<file path="config.mk">
export PLATFORM = sky130hd
export DESIGN_NAME = seg7_mux_flat
export DESIGN_NICKNAME = d
export VERILOG_FILES = /design/src/rtl/seg7_mux_if.sv /design/src/rtl/seg7_mux.sv /design/src/flat_wrapper.sv
export SDC_FILE = /design/constraint.sdc
export NUM_CORES = 1
export LEC_CHECK = 0
export ABC_AREA = 1
export ABC_CLOCK_PERIOD_IN_PS = 2700
export CAP_MARGIN = 10
export CORE_ASPECT_RATIO = 0.6
export CORE_MARGIN = 4
export CORE_UTILIZATION = 40
export CTS_BUF_LIST = sky130_fd_sc_hd__clkbuf_8
export CTS_CLUSTER_SIZE = 8
export DETAILED_ROUTE_END_ITERATION = 7
export GPL_ROUTABILITY_DRIVEN = 0
export PLACE_DENSITY = 0.7
export SLEW_MARGIN = 20
export SYNTH_ARGS = -nofsm -noshare
export SYNTH_HDL_FRONTEND = slang
export SYNTH_SLANG_ARGS = --single-unit
</file>
<file path="constraint.sdc">
create_clock -name clk -period 2.7 [get_ports clk]
set_clock_uncertainty 0.2 [all_clocks]
set_input_delay 0.405 -clock clk [delete_from_list [all_inputs] [get_ports clk]]
set_output_delay 0.405 -clock clk [all_outputs]
set_load 0.005 [all_outputs]
</file>
<file path="src/rtl/seg7_mux_if.sv">
// seg7_mux_if: register bus between a host and seg7_mux.
// Signals: strobe, rw, addr, d_in (host -> display), d_out (display -> host).
interface seg7_mux_if;
  logic        strobe;
  logic        rw;
  logic [31:0] addr;
  logic [31:0] d_in;
  logic [31:0] d_out;

  modport master (
    output strobe, rw, addr, d_in,
    input  d_out
  );

  modport slave (
    input  strobe, rw, addr, d_in,
    output d_out
  );
endinterface

</file>
<file path="src/rtl/seg7_mux.sv">
// seg7_mux: multiplexed hex display driver with dots, blanking and PWM brightness.
// Ports: clk, reset (sync, active-high), bus (seg7_mux_if.slave), seg, an (active-low).
// Optional digit blinking is built in when SEG7_MUX_BLINK_EN is defined.
module seg7_mux #(
  parameter int DIGITS    = 8,
  parameter int CNT_BITS  = 16,
  parameter int DUTY_BITS = 4
) (
  input  logic              clk,
  input  logic              reset,
  seg7_mux_if.slave         bus,
  output logic [7:0]        seg,
  output logic [DIGITS-1:0] an
);

  localparam int IW = (DIGITS > 1) ? $clog2(DIGITS) : 1;
  localparam logic [IW-1:0] LAST = IW'(DIGITS - 1);
  localparam logic [CNT_BITS-1:0] PMAX = '1;

  logic [CNT_BITS-1:0]  pre;
  logic [IW-1:0]        idx;
  logic [4*DIGITS-1:0]  data;
  logic [DIGITS-1:0]    dots;
  logic [DIGITS-1:0]    blank;
  logic [DUTY_BITS-1:0] bright;

`ifdef SEG7_MUX_BLINK_EN
  logic [DIGITS-1:0]    blink;
  logic [7:0]           frame;
`endif

  logic        pmax;
  logic        wrap;
  logic        we;
  logic [2:0]  a;
  logic [31:0] rd;
  logic [3:0]  nib;
  logic        dot;
  logic        blk;
  logic        blink_off;
  logic        en;
  logic [6:0]  glyph;

  // Upper address bits are not decoded.
  logic unused_bits;
  assign unused_bits = ^bus.addr[31:3];

  assign pmax = (pre == PMAX);
  assign wrap = pmax && (idx == LAST);
  assign we   = bus.strobe && bus.rw;
  assign a    = bus.addr[2:0];

  // Per-digit selection by the current index.
  always_comb begin
    nib = '0;
    dot = 1'b0;
    blk = 1'b0;
    for (int i = 0; i < DIGITS; i++) begin
      if (idx == IW'(i)) begin
        nib = data[4*i +: 4];
        dot = dots[i];
        blk = blank[i];
      end
    end
  end

`ifdef SEG7_MUX_BLINK_EN
  always_comb begin
    blink_off = 1'b0;
    for (int i = 0; i < DIGITS; i++) begin
      if (idx == IW'(i)) begin
        blink_off = blink[i] && frame[7];
      end
    end
  end
`else
  assign blink_off = 1'b0;
`endif

  // PWM: top bits of the prescaler against the brightness level.
  assign en = !blk && !blink_off &&
              (pre[CNT_BITS-1 -: DUTY_BITS] < bright);

  // Active-low glyphs, bit order g..a.
  always_comb begin
    glyph = 7'h7F;
    unique case (nib)
      4'h0: glyph = 7'h40;
      4'h1: glyph = 7'h79;
      4'h2: glyph = 7'h24;
      4'h3: glyph = 7'h30;
      4'h4: glyph = 7'h19;
      4'h5: glyph = 7'h12;
      4'h6: glyph = 7'h02;
      4'h7: glyph = 7'h78;
      4'h8: glyph = 7'h00;
      4'h9: glyph = 7'h10;
      4'hA: glyph = 7'h08;
      4'hB: glyph = 7'h03;
      4'hC: glyph = 7'h46;
      4'hD: glyph = 7'h21;
      4'hE: glyph = 7'h06;
      4'hF: glyph = 7'h0E;
    endcase
  end

  always_comb begin
    rd = '0;
    unique case (1'b1)
      (a == 3'd0): rd[4*DIGITS-1:0]  = data;
      (a == 3'd1): rd[DIGITS-1:0]    = dots;
      (a == 3'd2): rd[DIGITS-1:0]    = blank;
      (a == 3'd3): rd[DUTY_BITS-1:0] = bright;
`ifdef SEG7_MUX_BLINK_EN
      (a == 3'd4): rd[DIGITS-1:0]    = blink;
`endif
      default: ;
    endcase
  end

  assign bus.d_out = rd;

  always_ff @(posedge clk) begin
    if (reset) begin
      pre    <= '0;
      idx    <= '0;
      data   <= '0;
      dots   <= '0;
      blank  <= '0;
      bright <= '1;
`ifdef SEG7_MUX_BLINK_EN
      blink  <= '0;
      frame  <= '0;
`endif
      an     <= '1;
      seg    <= 8'hFF;
    end else begin
      pre <= pre + 1'b1;
      if (pmax) begin
        idx <= wrap ? '0 : idx + 1'b1;
      end
`ifdef SEG7_MUX_BLINK_EN
      if (wrap) begin
        frame <= frame + 8'd1;
      end
`endif
      if (we) begin
        unique case (1'b1)
          (a == 3'd0): data   <= bus.d_in[4*DIGITS-1:0];
          (a == 3'd1): dots   <= bus.d_in[DIGITS-1:0];
          (a == 3'd2): blank  <= bus.d_in[DIGITS-1:0];
          (a == 3'd3): bright <= bus.d_in[DUTY_BITS-1:0];
`ifdef SEG7_MUX_BLINK_EN
          (a == 3'd4): blink  <= bus.d_in[DIGITS-1:0];
`endif
          default: ;
        endcase
      end
      an  <= en ? ~(DIGITS'(1) << idx) : '1;
      seg <= en ? {~dot, glyph} : 8'hFF;
    end
  end

endmodule

</file>
<file path="src/flat_wrapper.sv">
// flat-port wrapper written by rule: the top's interface ports become plain ports
module seg7_mux_flat 
#(
  parameter int DIGITS    = 8,
  parameter int CNT_BITS  = 16,
  parameter int DUTY_BITS = 4
)
  (clk, reset, seg, an, bus_strobe, bus_rw, bus_addr, bus_d_in, bus_d_out);
  seg7_mux_if bus_i ();
  input  logic clk;
  input  logic reset;
  output logic [7:0] seg;
  output logic [DIGITS-1:0] an;
  input wire logic [$bits(bus_i.strobe)-1:0] bus_strobe;
  input wire logic [$bits(bus_i.rw)-1:0] bus_rw;
  input wire logic [$bits(bus_i.addr)-1:0] bus_addr;
  input wire logic [$bits(bus_i.d_in)-1:0] bus_d_in;
  output wire logic [$bits(bus_i.d_out)-1:0] bus_d_out;
  assign bus_i.strobe = bus_strobe;
  assign bus_i.rw = bus_rw;
  assign bus_i.addr = bus_addr;
  assign bus_i.d_in = bus_d_in;
  assign bus_d_out = bus_i.d_out;
  seg7_mux #(.DIGITS(DIGITS), .CNT_BITS(CNT_BITS), .DUTY_BITS(DUTY_BITS)) u_core (.clk(clk), .reset(reset), .bus(bus_i), .seg(seg), .an(an));
endmodule
</file>
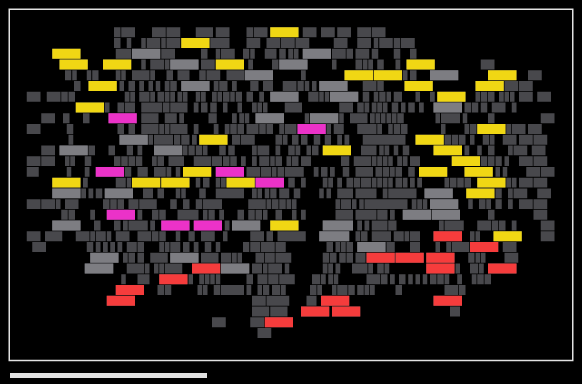
(register map, names as in the netlist)
Scale bar: 50 µm. Other sequential cells in the stronger grey, the rest of the logic in the fainter grey.
| name in the netlist | colour | sequential cells |
|---|---|---|
| u_core.blank | magenta | 8 |
| u_core.data | yellow | 32 |
| u_core.pre | red | 16 |
not coloured: 31

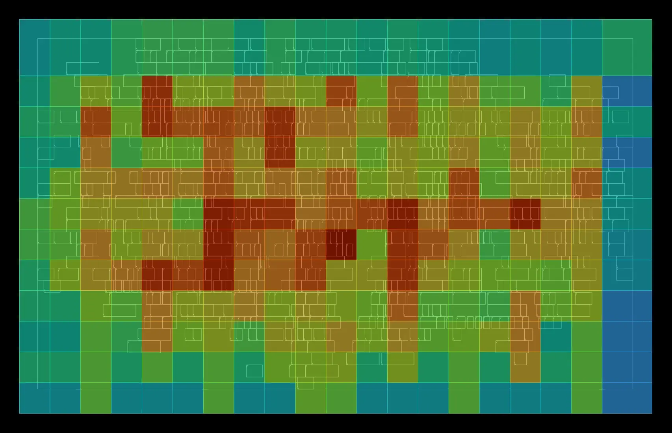
(routing congestion)
GR peak layer: met1
met3 Resource Use GR: 0.0562

==> summary.txt <==
impl run done, here's what came out: status=complete, but fails checks, failing checks=negative setup slack, Worst EP arrival=2.10 ns, yosys cell count=610, largest power group=sequential cells, met3 routed wirelength=1320 µm, met2 usage=0.285, reg2reg end=u_core.seg[6], Yosys warnings=0, startpoint type of the worst setup path=input port, IO buf count=86, CTS Buffer Depth=2, Post-synth EDFFs=0, final tally of setup violations=1, M1 wire length=6080 µm, most used logic cell in the final layout=nand2_1, leakage power=2.38 nW, hold buffer count at CTS=0, Hold Path End=u_core.pre[0], first-pass GRT wire length=19800 µm, clk cell area share=0.0355, Setup WS pre-CTS=-0.102 ns, async set-reset flop share out of synthesis=0, RSZ-0062 raised after global routing=yes, CP endpoint=bus_d_out[3], fmax=369 MHz, Largest cell class=multi-input combinational cells, Slew @ Worst Pin=0.455 ns, Top delay family on crit path=buffers and inverters, final slew viol count=0, comb pwr=0.251 mW, clk sink count=87, Worst Reg-to-Reg Cells=18, Comb area share=0.373, PD cells=440 mW/mm², most frequent cells in the layout=nand2_1 (106), inv_1 (93), dfxtp_1 (85), clkdlybuf4s50_1 (78), a21oi_1 (73), Final WS setup=-0.00681 ns, Core Area=0.0106 mm², Peak VDD IR=229 µV, max reg flops=32, Overflow after GRT=0, CTS resizes=13, largest net degree at the start of global routing=65, Seq area share=0.302, clk pwr=0.965 mW, Multi-input gate area=0.00216 mm², CP Capture Type=output port, Mean Syn Cell Area=7.10 µm², met1 Resource Use GR=0.298, number of I/O pins=116, total detailed-routing wirelength=12600 µm, registers=87, Global Route Usage Sum=0.200, Post-Layout Cell Count=854, FP Util=0.410, Critical Path Source=bus_addr[1], internal power=1.94 mW, Required @ worst endpoint=2.10 ns, Tot Pwr=2.54 mW, worst-path cell chain=clkdlybuf4s50_1, inv_1, buf_4, nor3_2, buf_4, a221o_1, clkdlybuf4s50_1, Post-synth top flop=dfxtp_1, switching pwr=0.597 mW, Basic Gates by Area=0.223, vias in the first global route=3931, Seq pwr share=0.521, Synth Seq Share=0.402, register ranked first by flip-flop count=u_core.data, # clk buffers=9, CP max FO=5, remaining antenna violation count=0, area reported by Yosys stat=0.00433 mm², Post-CTS Setup Bufs=1, chip width=142 µm, initial antenna violation count=0, xor+xnor area frac=0.00202, hold path depth=1, biggest registers after layout=u_core.data x32, u_core.pre x16, layout cells sized above 1=0.130, comb_multi_in=396, CP peak stage delay=0.45 ns, area share, top type=0.402, DRC=0, Top Layer Used=met4
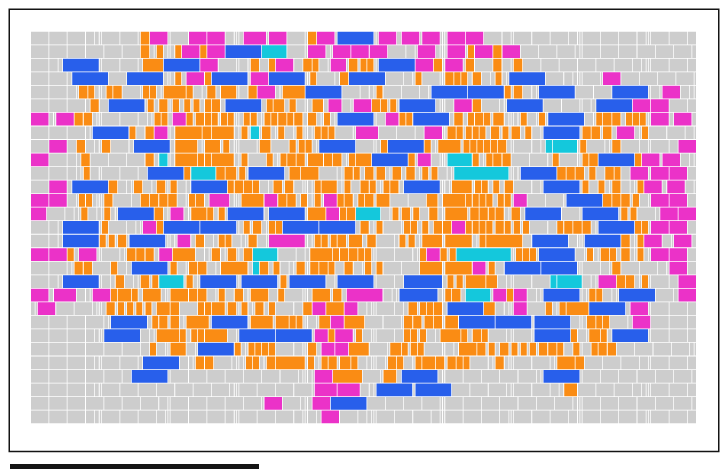
(placed cells, one colour a class)
Scale bar: 50 µm. Fill, decap, tap and diode cells in grey.
| class | colour | cells | share of their area |
|---|---|---|---|
| all other logic | orange | 498 | 45% |
| clock drivers and dummy loads | cyan | 16 | 3.7% |
| other buffers and delay cells | magenta | 114 | 20% |
| flops | blue | 87 | 31% |
Core Rows: 29
Design Area, Final: 0.00578 mm²

Power and IR drop assume default switching activity.
